Fig. 1: run 1, PDN straps and rails
Drawn at 4 px/um. Pins as bars on the die edge.
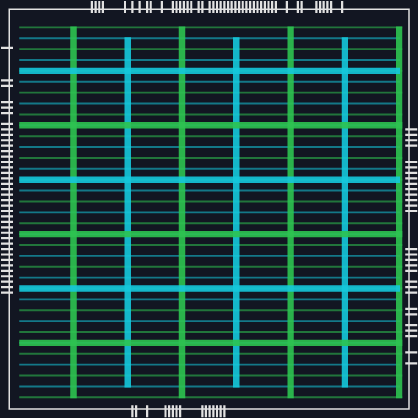
Fig. 2: run 1, placement by cell class
Drawn at 3 px/um. Fill, decap, tap and diode cells in grey.
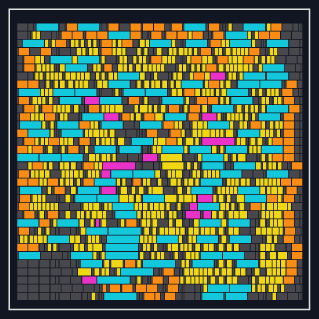
Fig. 3: run 1, clock distribution
Drawn at 6 px/um.
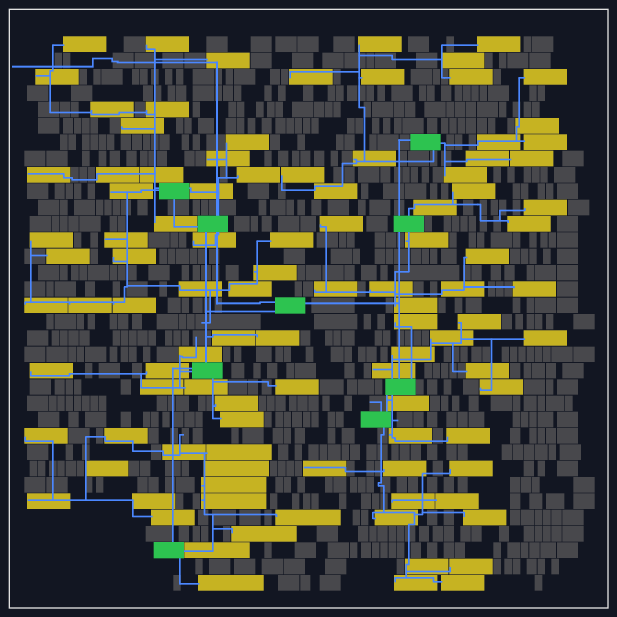
Fig. 4: run 1, signal wires by layer
Drawn at 4 px/um. Only two layers are drawn.
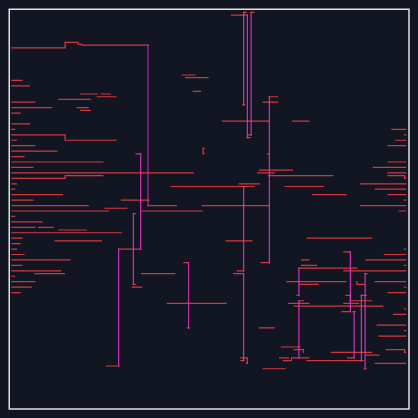
--- src/rtl/regfile_writeback.sv ---
// Write-side front end for the integer register file: merges ALU results and in-order load returns onto one write port.
// Optional macro REGWB_BYPASS_EN: busy clears one cycle earlier and O_fwdN_hit flags O_data as a bypass for rsN.
module regfile_writeback #(
    parameter int XLEN     = 32,
    parameter int RA_W     = 4,
    parameter int LQ_DEPTH = 2
) (
    input  logic            I_clk,
    input  logic            I_rstn,
    input  logic            I_alu_valid,
    input  logic [RA_W-1:0] I_alu_rd,
    input  logic [XLEN-1:0] I_alu_data,
    input  logic            I_ld_issue,
    input  logic [RA_W-1:0] I_ld_rd,
    output logic            O_ld_issue_ready,
    input  logic            I_ld_valid,
    input  logic [XLEN-1:0] I_ld_data,
    output logic            O_ld_ready,
    input  logic [RA_W-1:0] I_rs1,
    input  logic [RA_W-1:0] I_rs2,
    output logic            O_rs1_busy,
    output logic            O_rs2_busy,
    output logic            O_fwd1_hit,
    output logic            O_fwd2_hit,
    output logic            O_regwen,
    output logic [RA_W-1:0] O_rd,
    output logic [XLEN-1:0] O_data
);
    localparam int PTR_W = $clog2(LQ_DEPTH);
    localparam int CNT_W = PTR_W + 1;
    localparam int NREG  = 1 << RA_W;
    localparam logic [CNT_W-1:0] DEPTH_C = CNT_W'(LQ_DEPTH);

    logic [RA_W-1:0]  fifo_mem [LQ_DEPTH];
    logic [PTR_W-1:0] wr_ptr, rd_ptr;
    logic [CNT_W-1:0] fifo_count;
    logic             skid_valid;
    logic [RA_W-1:0]  skid_rd;
    logic [XLEN-1:0]  skid_data;
    logic             out_regwen;
    logic [RA_W-1:0]  out_rd;
    logic [XLEN-1:0]  out_data;
    logic [NREG-1:0]  busy, busy_next;

    logic            ld_push, ld_pop;
    logic            win_valid, win_is_ld, win_write;
    logic [RA_W-1:0] win_rd;
    logic [XLEN-1:0] win_data;
    logic            skid_load, skid_clear;

    // Handshakes: issue is taken on I_ld_issue & O_ld_issue_ready, a return on I_ld_valid & O_ld_ready;
    // both readies come from registered state only and are forced low while reset is asserted.
    assign O_ld_issue_ready = I_rstn & (fifo_count < DEPTH_C);
    assign O_ld_ready       = I_rstn & ~skid_valid & (fifo_count != '0);
    assign ld_push          = I_ld_issue & O_ld_issue_ready;
    assign ld_pop           = I_ld_valid & O_ld_ready;

    // Write-stage arbitration: ALU, then skid, then the load arriving now.
    always_comb begin
        win_valid  = 1'b0;
        win_is_ld  = 1'b0;
        win_rd     = '0;
        win_data   = '0;
        skid_load  = 1'b0;
        skid_clear = 1'b0;
        if (I_alu_valid) begin
            win_valid = 1'b1;
            win_rd    = I_alu_rd;
            win_data  = I_alu_data;
            skid_load = ld_pop;
        end else if (skid_valid) begin
            win_valid  = 1'b1;
            win_is_ld  = 1'b1;
            win_rd     = skid_rd;
            win_data   = skid_data;
            skid_clear = 1'b1;
        end else if (ld_pop) begin
            win_valid = 1'b1;
            win_is_ld = 1'b1;
            win_rd    = fifo_mem[rd_ptr];
            win_data  = I_ld_data;
        end
    end

    // x0 writes are consumed here without ever reaching the file.
    assign win_write = win_valid & (win_rd != '0);

    always_ff @(posedge I_clk) begin
        if (ld_push) fifo_mem[wr_ptr] <= I_ld_rd;
    end

    always_ff @(posedge I_clk) begin
        if (!I_rstn) begin
            wr_ptr     <= '0;
            rd_ptr     <= '0;
            fifo_count <= '0;
        end else begin
            if (ld_push) wr_ptr <= wr_ptr + 1'b1;
            if (ld_pop)  rd_ptr <= rd_ptr + 1'b1;
            case ({ld_push, ld_pop})
                2'b10:   fifo_count <= fifo_count + 1'b1;
                2'b01:   fifo_count <= fifo_count - 1'b1;
                default: fifo_count <= fifo_count;
            endcase
        end
    end

    always_ff @(posedge I_clk) begin
        if (!I_rstn) begin
            skid_valid <= 1'b0;
            skid_rd    <= '0;
            skid_data  <= '0;
        end else if (skid_load) begin
            skid_valid <= 1'b1;
            skid_rd    <= fifo_mem[rd_ptr];
            skid_data  <= I_ld_data;
        end else if (skid_clear) begin
            skid_valid <= 1'b0;
        end
    end

    always_ff @(posedge I_clk) begin
        if (!I_rstn) begin
            out_regwen <= 1'b0;
            out_rd     <= '0;
            out_data   <= '0;
        end else begin
            out_regwen <= win_write;
            if (win_write) begin
                out_rd   <= win_rd;
                out_data <= win_data;
            end
        end
    end

`ifdef REGWB_BYPASS_EN
    always_comb begin
        busy_next = busy;
        if (win_write && win_is_ld) busy_next[win_rd] = 1'b0;
        if (ld_push && (I_ld_rd != '0)) busy_next[I_ld_rd] = 1'b1;
        busy_next[0] = 1'b0;
    end

    assign O_fwd1_hit = out_regwen & (out_rd != '0) & (out_rd == I_rs1);
    assign O_fwd2_hit = out_regwen & (out_rd != '0) & (out_rd == I_rs2);
`else
    // Remembers whether the write now on the port came from a load, so busy drops once the file holds it.
    logic out_is_ld;

    always_ff @(posedge I_clk) begin
        if (!I_rstn) out_is_ld <= 1'b0;
        else         out_is_ld <= win_write & win_is_ld;
    end

    always_comb begin
        busy_next = busy;
        if (out_regwen && out_is_ld) busy_next[out_rd] = 1'b0;
        if (ld_push && (I_ld_rd != '0)) busy_next[I_ld_rd] = 1'b1;
        busy_next[0] = 1'b0;
    end

    assign O_fwd1_hit = 1'b0;
    assign O_fwd2_hit = 1'b0;
`endif

    always_ff @(posedge I_clk) begin
        if (!I_rstn) busy <= '0;
        else         busy <= busy_next;
    end

    assign O_rs1_busy = (I_rs1 != '0) & busy[I_rs1];
    assign O_rs2_busy = (I_rs2 != '0) & busy[I_rs2];
    assign O_regwen   = out_regwen;
    assign O_rd       = out_rd;
    assign O_data     = out_data;
endmodule

--- config.mk ---
export PLATFORM = sky130hd
export DESIGN_NAME = regfile_writeback
export DESIGN_NICKNAME = d
export VERILOG_FILES = /design/src/rtl/regfile_writeback.sv
export SDC_FILE = /design/constraint.sdc
export NUM_CORES = 1
export LEC_CHECK = 0
export ABC_AREA = 1
export CORE_MARGIN = 2
export CORE_UTILIZATION = 55
export CTS_BUF_LIST = sky130_fd_sc_hd__clkbuf_8
export DETAILED_ROUTE_END_ITERATION = 6
export PLACE_DENSITY = 0.88
export RECOVER_POWER = 50
export SYNTH_ARGS = -nofsm -noshare
export SYNTH_HDL_FRONTEND = slang
export SYNTH_SLANG_ARGS = --single-unit
--- constraint.sdc ---
create_clock -name I_clk -period 5.75 [get_ports I_clk]
set_input_delay 1.4375 -clock I_clk [delete_from_list [all_inputs] [get_ports I_clk]]
set_output_delay 1.4375 -clock I_clk [all_outputs]
set_load 0.005 [all_outputs]
==> CHANGELOG.md, run 1 <==
### Metrics

* Min-Delay Endpoint: skid_rd[0]
* Routed wl met2 at 6270 um
* Fmax achieved at 0.205 GHz
* Clock Path Buffers at 2
* Combinational fraction of the cell area at 38.3%
* FILL cells at 690
* Synth cell types at 36
* Core box area at 8810 um2
* Mux cell area share at 0%
* Cts hold-fix bufs at 0
* Top FF cell, synth: dfxtp_1
* Final Util at 72.2%
* Power per cell area at 244 nW/um2
* M1 WL at 5650 um
* Cell Area, Synth at 5020 um2
* Crit-path leading delay family: buffers and inverters
* Area leader share at 37.9%
* Antenna violations before repair at 0
* Post-CTS Setup Inserts at 0
* Required @ worst endpoint at 4310 ps
* Slew at the pin closest to its max-slew limit at 1250 ps
* Port Buffers at 125
* Adder-Cell Fraction of Synth Area at 0.249%
* CTS tree: yes
* Final Total Pwr at 1550 uW
* Final Hold Vio Count at 0
* Worst-Skew Late Latency at 370 ps
* Initial Util at 57.0%
* Yosys aoi share at 18.0%
* Gpl congestion at 0.973
* Resize count post-CTS at 0
* Ports at 128
* Met1 Usage GRT at 33.5%
* Top cells by area: dfxtp_1 38%, nand2_1 14%, nor2_1 12%, o21ai_0 7.8%, a21oi_1 5.1%
* Detail Placement HPWL at 9350 um
* Synthesis-to-finish area growth at 26.7%
* Max-Cap Viols at 0
* DR vias at 5098
* Internal at 1140 uW
* # nets final at 922
* Final std cells w/o fill at 948
* Hold WC Path Type: reg -> reg
* Status: finished, final reports clean
* CP arrival at 3440 ps
* Yosys simple share at 30.3%
* Maximum vdd drop at 0.169 mV
* Skew final at 15.6 ps
* Dpl cell area at 6170 um2
* Plain + repair buffers at 128
## Picture notes: Fig. 1
| colour | net |
|---|---|
| cyan | VDD |
| green | VSS |
met1 rails: 35
met5 straps: 6
rows: 34
signal pins: 128
met4 straps: 7

## Picture notes: Fig. 2
| colour | class | cells |
|---|---|---|
| magenta | clock drivers and dummy loads | 15 |
| yellow | combinational and other logic | 594 |
| cyan | sequential cells | 103 |
| orange | remaining buffers and delay cells | 128 |

## Picture notes: Fig. 3
[blue] clock wires | length: 1150 um
[yellow] flip-flops | count: 103
[green] clock drivers | count: 9
routed clock nets: 10
flops lie: spread over the die

## Picture notes: Fig. 4
| colour | layer | wire length |
|---|---|---|
| red | metal 3 | 939 um |
| magenta | metal 4 | 384 um |

Fig. 5: run 1, placement view
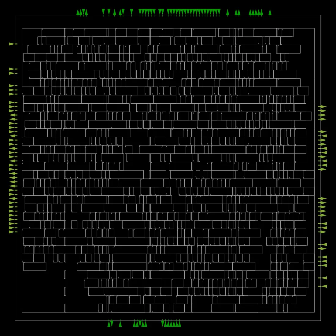

--- run 2 (diff from run 1) ---
- CORE_UTILIZATION: 55 -> 46
- PLACE_DENSITY: 0.88 -> 0.79
- clock period: 5.75 -> 4.2 ns (I/O delays scaled with it)
Fig. 6: run 2, placement view
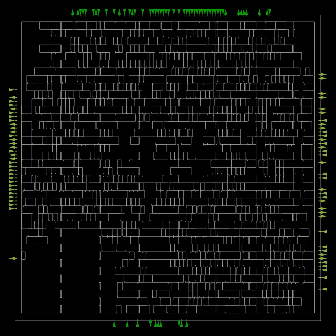
final std cells w/o fill: 986
num sequential: 103
flop share of the area: 33.5%
core box area: 10700 um2

==> CHANGELOG.md, run 2 <==
### Metrics

* Status: finished, final reports clean
* Ports at 128 (unchanged)
* Skew final at 10.6 ps (-4.96 ps)
* Area leader share at 37.9% (unchanged)
* Dpl cell area at 6260 um2 (+1.3%)
* Worst-Skew Late Latency at 370 ps (about the same)
* Cell Area, Synth at 5020 um2 (unchanged)
* Yosys simple share at 30.3% (unchanged)
* Plain + repair buffers at 133 (+3.9%)
* Post-CTS Setup Inserts at 0 (unchanged)
* Top FF cell, synth: dfxtp_1
* DR vias at 4929 (-3.3%)
* CTS tree: yes
* Hold WC Path Type: reg -> reg
* M1 WL at 6110 um (+8.1%)
* Required @ worst endpoint at 3150 ps (-1160 ps)
* CP arrival at 2920 ps (-520 ps)
* Min-Delay Endpoint: skid_rd[2]
* Slew at the pin closest to its max-slew limit at 967 ps (-285 ps)
* FILL cells at 1051 (+52%)
* # nets final at 927 (+0.54%)
* Initial Util at 46.7% (-10 points)
* Gpl congestion at 0.839 (-14%)
* Final Total Pwr at 1990 uW (+28%)
* Met1 Usage GRT at 30.7% (-2.8 points)
* Power per cell area at 311 nW/um2 (+28%)
* Maximum vdd drop at 0.188 mV (+11%)
* Port Buffers at 125 (unchanged)
* Combinational fraction of the cell area at 38.2% (-0.15 points)
* Antenna violations before repair at 0 (unchanged)
* Mux cell area share at 0% (unchanged)
* Final Util at 59.5% (-13 points)
* Internal at 1450 uW (+27%)
* Resize count post-CTS at 0 (unchanged)
* Routed wl met2 at 5660 um (-9.8%)
* Yosys aoi share at 18.0% (unchanged)
* Final Hold Vio Count at 0 (unchanged)
Fig. 7: run 2, placement by cell class
Drawn at 2 px/um. Fill, decap, tap and diode cells in grey.
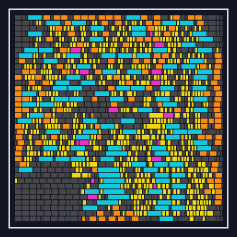
| colour | class | cells |
|---|---|---|
| cyan | sequential cells | 103 |
| yellow | combinational and other logic | 594 |
| magenta | clock drivers and dummy loads | 16 |
| orange | remaining buffers and delay cells | 133 |

--- run 3 (diff from run 2) ---
- CORE_UTILIZATION: 46 -> 45
- CTS_CLUSTER_DIAMETER: unset -> 60
- PLACE_DENSITY: 0.79 -> 0.77
==> CHANGELOG.md, run 3 <==
### Metrics

* Status: finished, final reports clean
* Final Total Pwr at 2040 uW (+2.3%)
* Slew at the pin closest to its max-slew limit at 978 ps (+10.5 ps)
* P_clk at 584 uW
* Mux cell area share at 0% (unchanged)
* Combinational fraction of the cell area at 38.2% (about the same)
* Non-clk invs at 45
* Worst reg2reg path depth at 11
* Gpl congestion at 0.824 (-1.8%)
* Most numerous logic cell after layout: nand2_1
* CTS tree: yes
* Post-CTS Setup Inserts at 0 (unchanged)
* Setup TNS at 0 ps
* Cell Area, Synth at 5020 um2 (unchanged)
* Required @ worst endpoint at 3150 ps (about the same)
* Yosys aoi share at 18.0% (unchanged)
* Antenna violations before repair at 0 (unchanged)
* Worst-Skew Late Latency at 370 ps (about the same)
* Hold WC Path Type: reg -> reg
* Initial Util at 46.3% (-0.41 points)
* M1 WL at 5830 um (-4.6%)
* Crit-path slowest cell: clkinvlp_2
* Num sequential at 103 (unchanged)
* Routed wl met2 at 6500 um (+15%)
* Skew final at 12.3 ps (+1.70 ps)
* DR vias at 5016 (+1.8%)
* Ports at 128 (unchanged)
* Yosys simple share at 30.3% (unchanged)
* Yosys Chip Area at 5020 um2
* Met1 Usage GRT at 28.2% (-2.5 points)
* Clock-cell share of area at 2.89%
* Max-area cell class: logic gates
* Power per cell area at 320 nW/um2 (+2.6%)
* Vias in the first global route at 4740
* Critical Path End: O_ld_issue_ready
* FF/Latch Area at 2140 um2
* Area leader share at 37.9% (unchanged)
* # nets final at 923 (-0.43%)
* Resize count post-CTS at 0 (unchanged)
* Maximum vdd drop at 0.155 mV (-17%)
* Final instance area at 6370 um2
* Flop share of the area at 33.6% (+0.099 points)
* Internal at 1470 uW (+1.6%)
* CP arrival at 3010 ps (+90 ps)
* Top FF cell, synth: dfxtp_1
* Plain + repair buffers at 129 (-3.0%)
* Dpl cell area at 6220 um2 (-0.56%)
Fig. 8: run 3, placement view
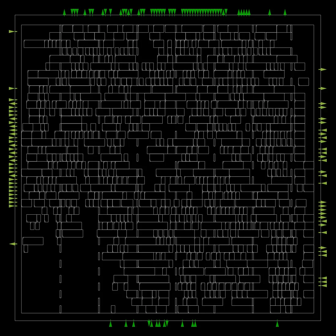
core box area: 10800 um2
Final Util: 58.8%
final std cells w/o fill: 982

Fig. 9: run 3, placement by cell class
Drawn at 2 px/um. Fill, decap, tap and diode cells in grey.
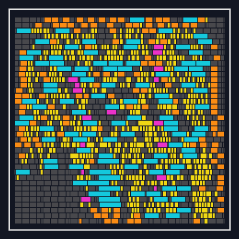
| colour | class | cells |
|---|---|---|
| magenta | clock drivers and dummy loads | 16 |
| cyan | sequential cells | 103 |
| orange | remaining buffers and delay cells | 129 |
| yellow | combinational and other logic | 594 |

Power and IR drop assume default switching activity.
